===== config.mk =====
export PLATFORM = sky130hd
export DESIGN_NAME = leds7_display_ctrl
export DESIGN_NICKNAME = d
export VERILOG_FILES = /design/src/rtl/leds7_display_ctrl.sv
export SDC_FILE = /design/constraint.sdc
export NUM_CORES = 1
export LEC_CHECK = 0
export CAP_MARGIN = 20
export CORE_ASPECT_RATIO = 2
export CORE_MARGIN = 1.5
export CORE_UTILIZATION = 55
export CTS_CLUSTER_DIAMETER = 100
export DETAILED_ROUTE_END_ITERATION = 8
export PLACE_DENSITY_LB_ADDON = 0.25
export SKIP_LAST_GASP = 1
export SYNTH_ARGS = -nofsm -noshare
export SYNTH_HDL_FRONTEND = slang
export SYNTH_SLANG_ARGS = --single-unit

===== constraint.sdc =====
create_clock -name clk -period 6.4 [get_ports clk]
set_clock_uncertainty 0.1 [all_clocks]
set_input_delay 0.64 -clock clk [delete_from_list [all_inputs] [get_ports clk]]
set_output_delay 0.64 -clock clk [all_outputs]
set_load 0.03 [all_outputs]

===== src/rtl/leds7_display_ctrl.sv =====
// Multi-digit seven-segment display controller: binary word in over valid/ready,
// decimal (double-dabble) or hexadecimal digits out, with blanking and overflow dashes.
module leds7_display_ctrl #(
    parameter int DIGITS         = 4,
    parameter int BIN_WIDTH      = 14,
    parameter int SEG_ACTIVE_LOW = 0
) (
    input  logic                   clk,
    input  logic                   reset_n,
    input  logic                   in_valid,
    output logic                   in_ready,
    input  logic [BIN_WIDTH-1:0]   in_data,
    input  logic                   in_hex,
    input  logic                   blank_lz,
    output logic [7*DIGITS-1:0]    seg_out,
    output logic                   overflow,
    output logic [1:0]             dbg_state
);

    typedef enum logic [1:0] {
        IDLE    = 2'd0,
        CONVERT = 2'd1,
        UPDATE  = 2'd2
    } state_t;

    function automatic logic [63:0] pow10(input int n);
        pow10 = 64'd1;
        for (int k = 0; k < n; k++) begin
            pow10 = pow10 * 64'd10;
        end
    endfunction

    localparam int BCD_DIGITS = (BIN_WIDTH + 2) / 3;
    localparam int BCD_W      = 4 * BCD_DIGITS;
    localparam int PAD_DIGITS = (BCD_DIGITS > DIGITS) ? BCD_DIGITS : DIGITS;
    localparam int PAD_W      = 4 * PAD_DIGITS;
    localparam int HEX_W      = 4 * DIGITS;
    localparam int CNT_W      = $clog2(BIN_WIDTH + 1);
    localparam logic [CNT_W-1:0]    LAST     = CNT_W'(BIN_WIDTH - 1);
    localparam logic [63:0]         DEC_MAX  = pow10(DIGITS) - 64'd1;
    localparam logic [6:0]          SEG_DASH = 7'b0000001;
    localparam logic [6:0]          SEG_OFF  = 7'b0000000;
    localparam logic [7*DIGITS-1:0] POL_MASK = (SEG_ACTIVE_LOW != 0) ? '1 : '0;

    function automatic logic [6:0] encode(input logic [3:0] n);
        case (n)
            4'h0: encode = 7'b1111110;
            4'h1: encode = 7'b0110000;
            4'h2: encode = 7'b1101101;
            4'h3: encode = 7'b1111001;
            4'h4: encode = 7'b0110011;
            4'h5: encode = 7'b1011011;
            4'h6: encode = 7'b1011111;
            4'h7: encode = 7'b1110000;
            4'h8: encode = 7'b1111111;
            4'h9: encode = 7'b1110011;
            4'hA: encode = 7'b1110111;
            4'hB: encode = 7'b0011111;
            4'hC: encode = 7'b1001110;
            4'hD: encode = 7'b0111101;
            4'hE: encode = 7'b1001111;
            default: encode = 7'b1000111;
        endcase
    endfunction

    state_t                 state, next_state;
    logic [BIN_WIDTH-1:0]   bin_q;
    logic [BCD_W-1:0]       bcd_q, bcd_adj;
    logic                   hex_q, blank_q, ovf_q;
    logic [CNT_W-1:0]       cnt;
    logic [63:0]            data_ext;
    logic                   accept_ovf;
    logic [PAD_W-1:0]       src;
    logic [3:0]             nib;
    logic                   seen;
    logic [7*DIGITS-1:0]    seg_next;

    // Handshake: a word transfers on a rising edge with in_valid & in_ready; in_ready
    // is high only in IDLE, and in_valid outside IDLE is ignored (no queuing).
    always_ff @(posedge clk or negedge reset_n) begin
        if (!reset_n) state <= IDLE;
        else          state <= next_state;
    end

    always_comb begin
        next_state = state;
        in_ready   = (state == IDLE);
        case (state)
            IDLE:    if (in_valid) next_state = in_hex ? UPDATE : CONVERT;
            CONVERT: if (cnt == LAST) next_state = UPDATE;
            UPDATE:  next_state = IDLE;
            default: next_state = IDLE;
        endcase
    end

    assign dbg_state = state;

    assign data_ext   = 64'(in_data);
    assign accept_ovf = in_hex ? ((data_ext >> HEX_W) != 64'd0) : (data_ext > DEC_MAX);

    always_comb begin
        bcd_adj = bcd_q;
        for (int i = 0; i < BCD_DIGITS; i++) begin
            if (bcd_q[4*i +: 4] >= 4'd5) bcd_adj[4*i +: 4] = bcd_q[4*i +: 4] + 4'd3;
        end
    end

    // Digits above the display are zero unless overflowed, so they seed the blanking scan.
    always_comb begin
        src      = hex_q ? PAD_W'(bin_q) : PAD_W'(bcd_q);
        seen     = |(src >> HEX_W);
        seg_next = '0;
        nib      = '0;
        for (int i = DIGITS - 1; i >= 0; i--) begin
            nib = src[4*i +: 4];
            if (ovf_q)
                seg_next[7*i +: 7] = SEG_DASH;
            else if (blank_q && !seen && nib == 4'd0 && i != 0)
                seg_next[7*i +: 7] = SEG_OFF;
            else
                seg_next[7*i +: 7] = encode(nib);
            if (nib != 4'd0) seen = 1'b1;
        end
    end

    always_ff @(posedge clk or negedge reset_n) begin
        if (!reset_n) begin
            bin_q    <= '0;
            bcd_q    <= '0;
            hex_q    <= 1'b0;
            blank_q  <= 1'b0;
            ovf_q    <= 1'b0;
            cnt      <= '0;
            seg_out  <= POL_MASK;
            overflow <= 1'b0;
        end else begin
            case (state)
                IDLE: begin
                    if (in_valid) begin
                        bin_q   <= in_data;
                        bcd_q   <= '0;
                        hex_q   <= in_hex;
                        blank_q <= blank_lz;
                        ovf_q   <= accept_ovf;
                        cnt     <= '0;
                    end
                end
                CONVERT: begin
                    {bcd_q, bin_q} <= {bcd_adj, bin_q} << 1;
                    cnt            <= cnt + 1'b1;
                end
                UPDATE: begin
                    seg_out  <= seg_next ^ POL_MASK;
                    overflow <= ovf_q;
                end
                default: ;
            endcase
        end
    end

endmodule


Fig. 1: M1 wires
The bar under the picture is 20 um long.
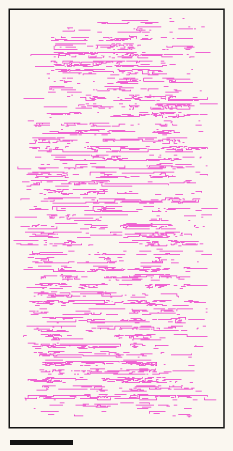
main direction	horizontal
wire length on this layer	4,250 um
longest straight run	21.6 um
overall via count from detail_route: 3,855
met1 demand-to-capacity share in global routing: 0.310
overall routed net length: 10,900 um

Fig. 2: ports around the boundary
The bar under the picture is 20 um long. Pins as bars across the die edge, other pins in grey.
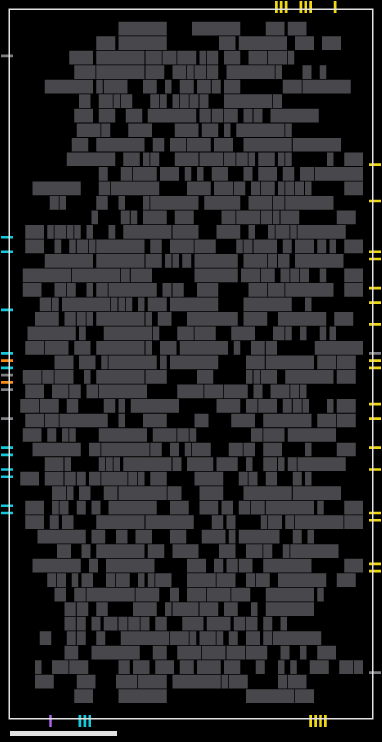
port	colour	pins	direction	edge
in_data	cyan	14	input	11 left, 3 bottom
seg_out	yellow	28	output	17 right, 7 top, 4 bottom
dbg_state	orange	2	output	left
in_ready	purple	1	output	bottom
all pins by edge	19 right, 17 left, 8 bottom, 7 top
Buffers on Ports: 50
chip height: 133 um
die width: 67.8 um

==> summary.rpt <==
==== FLOW RESULTS ====
----------------------------------------------------
[Timing]
  Hold violation total from the final report ........................ 0
  Worst slew margin relative to its limit ........................ 0.346
  Final period util ........................ 0.428
  Final setup slack of the worst path ........................ 3.66 ns
  Final TNS setup ........................ 0 ns
  Transition time at the pin with the least slew margin ........................ 0.977 ns
  Highest clock rate ........................ 0.365 GHz

[Critical path]
  Minimum setup slack among reg-to-reg paths ........................ between 3 and 4 ns
  Endpoint of the most critical register-to-register path ........................ seg_out[20]
  Path type of the worst setup path ........................ register to register
  R2R Path Start ........................ hex_q
  Startpoint of the most critical setup path ........................ hex_q
  Buffer-and-inverter tally for the worst setup path ........................ 2
  R2r worst-path depth ........................ 7
  Launching element type of the critical path ........................ register
  Data required time of the critical path ........................ 6.56 ns
  Critical Path Stages ........................ 7
  Setup crit end kind ........................ register
  Worst path slowest cell ........................ sky130_fd_sc_hd__dfrtp_1

[Logic synthesis]
  Most used DFF post-synth ........................ sky130_fd_sc_hd__dfrtp_1
  Fraction of the mapped netlist area in adder cells ........................ 0.0866
  Post-synthesis cell type with the largest instance count ........................ sky130_fd_sc_hd__dfrtp_1
  Synthesized-area fraction occupied by ao, oa, aoi and oai cells ........................ 0.226
  Yosys synthesis chip area ........................ 4630 um2
  Number of nets produced by synthesis ........................ 529
  Cells in synth_stat.txt ........................ 478
  Area fraction in mux cells ........................ 0.103

[Place]
  Number of placed cells counting well taps ........................ 609
  Pre-CTS WS ........................ between 3 and 4 ns

[Pwr]
  Relative contribution of the clock network to total power ........................ 0.147
  Combinational group share of total power ........................ 0.575
  NetSw ........................ 1.46 mW
  Internal power summed over all cells ........................ 1.67 mW
  Share of power burned in registers ........................ 0.278
  Lkg Pwr ........................ about 2.3 nW
  Peak supply drop ........................ 0.254 mV

[Flow run]
  Tool warning count ........................ 48
  Max capacitance violation total ........................ 0

[Global routing]
  Met3 track utilization from global routing ........................ 0.0468
  First-pass GRT wire length ........................ ~18,000 um

[Clock tree]
  Worst-path clk slew ........................ 0.05 ns
  Post-CTS setup buffer count ........................ 0
  Number of instances resized during post-cts repair ........................ 0
  Number of sinks driven by the clock tree ........................ 72
  Total of hold buffers inserted after clock tree synthesis ........................ 0

[Layout]
  Relative area of clock buffers and inverters in the final design ........................ 0.0503
  Signal buffers ........................ 55
  Cell group occupying the most layout area ........................ combinational gates
  Signal buf overhead ........................ 0.0992
  Most flops, register ........................ seg_out
  Sequential cell count ........................ 72
  Number of non-clock inverters in the layout ........................ 25
  Flip-flop count of the largest register after layout ........................ 28

[Run status]
  Run status ........................ complete, no violations

[Routing]
  Remaining antenna violation count ........................ 0
  Routed wire length on met3 ........................ 405 um
  Post-DR vias/cell ........................ between 6 and 7
  Pre-antenna DRT Iters ........................ 5

[Worst hold path]
  Min-Delay Startpoint ........................ cnt[3]

[Floorplan]
  Area of the chip ........................ between 9000 and 10,000 um2

----------------------------------------------------
Fig. 3: routed metal per tile
The bar under the picture is 20 um long. The die is cut into 14 by 27 equal tiles; dark blue is low, red is high, scaled to the fullest tile. Values are wire area over tile area, all layers added.
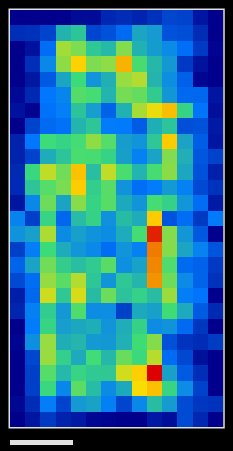
nearly empty tiles	9.0%
mean over tiles	0.19
fullest tile	0.60
combined global-route utilization of all metal layers: 0.264
wire length per cell after detailed routing: 17.5 um

Power figures rest on the tool's default switching activity, not on a simulated workload.
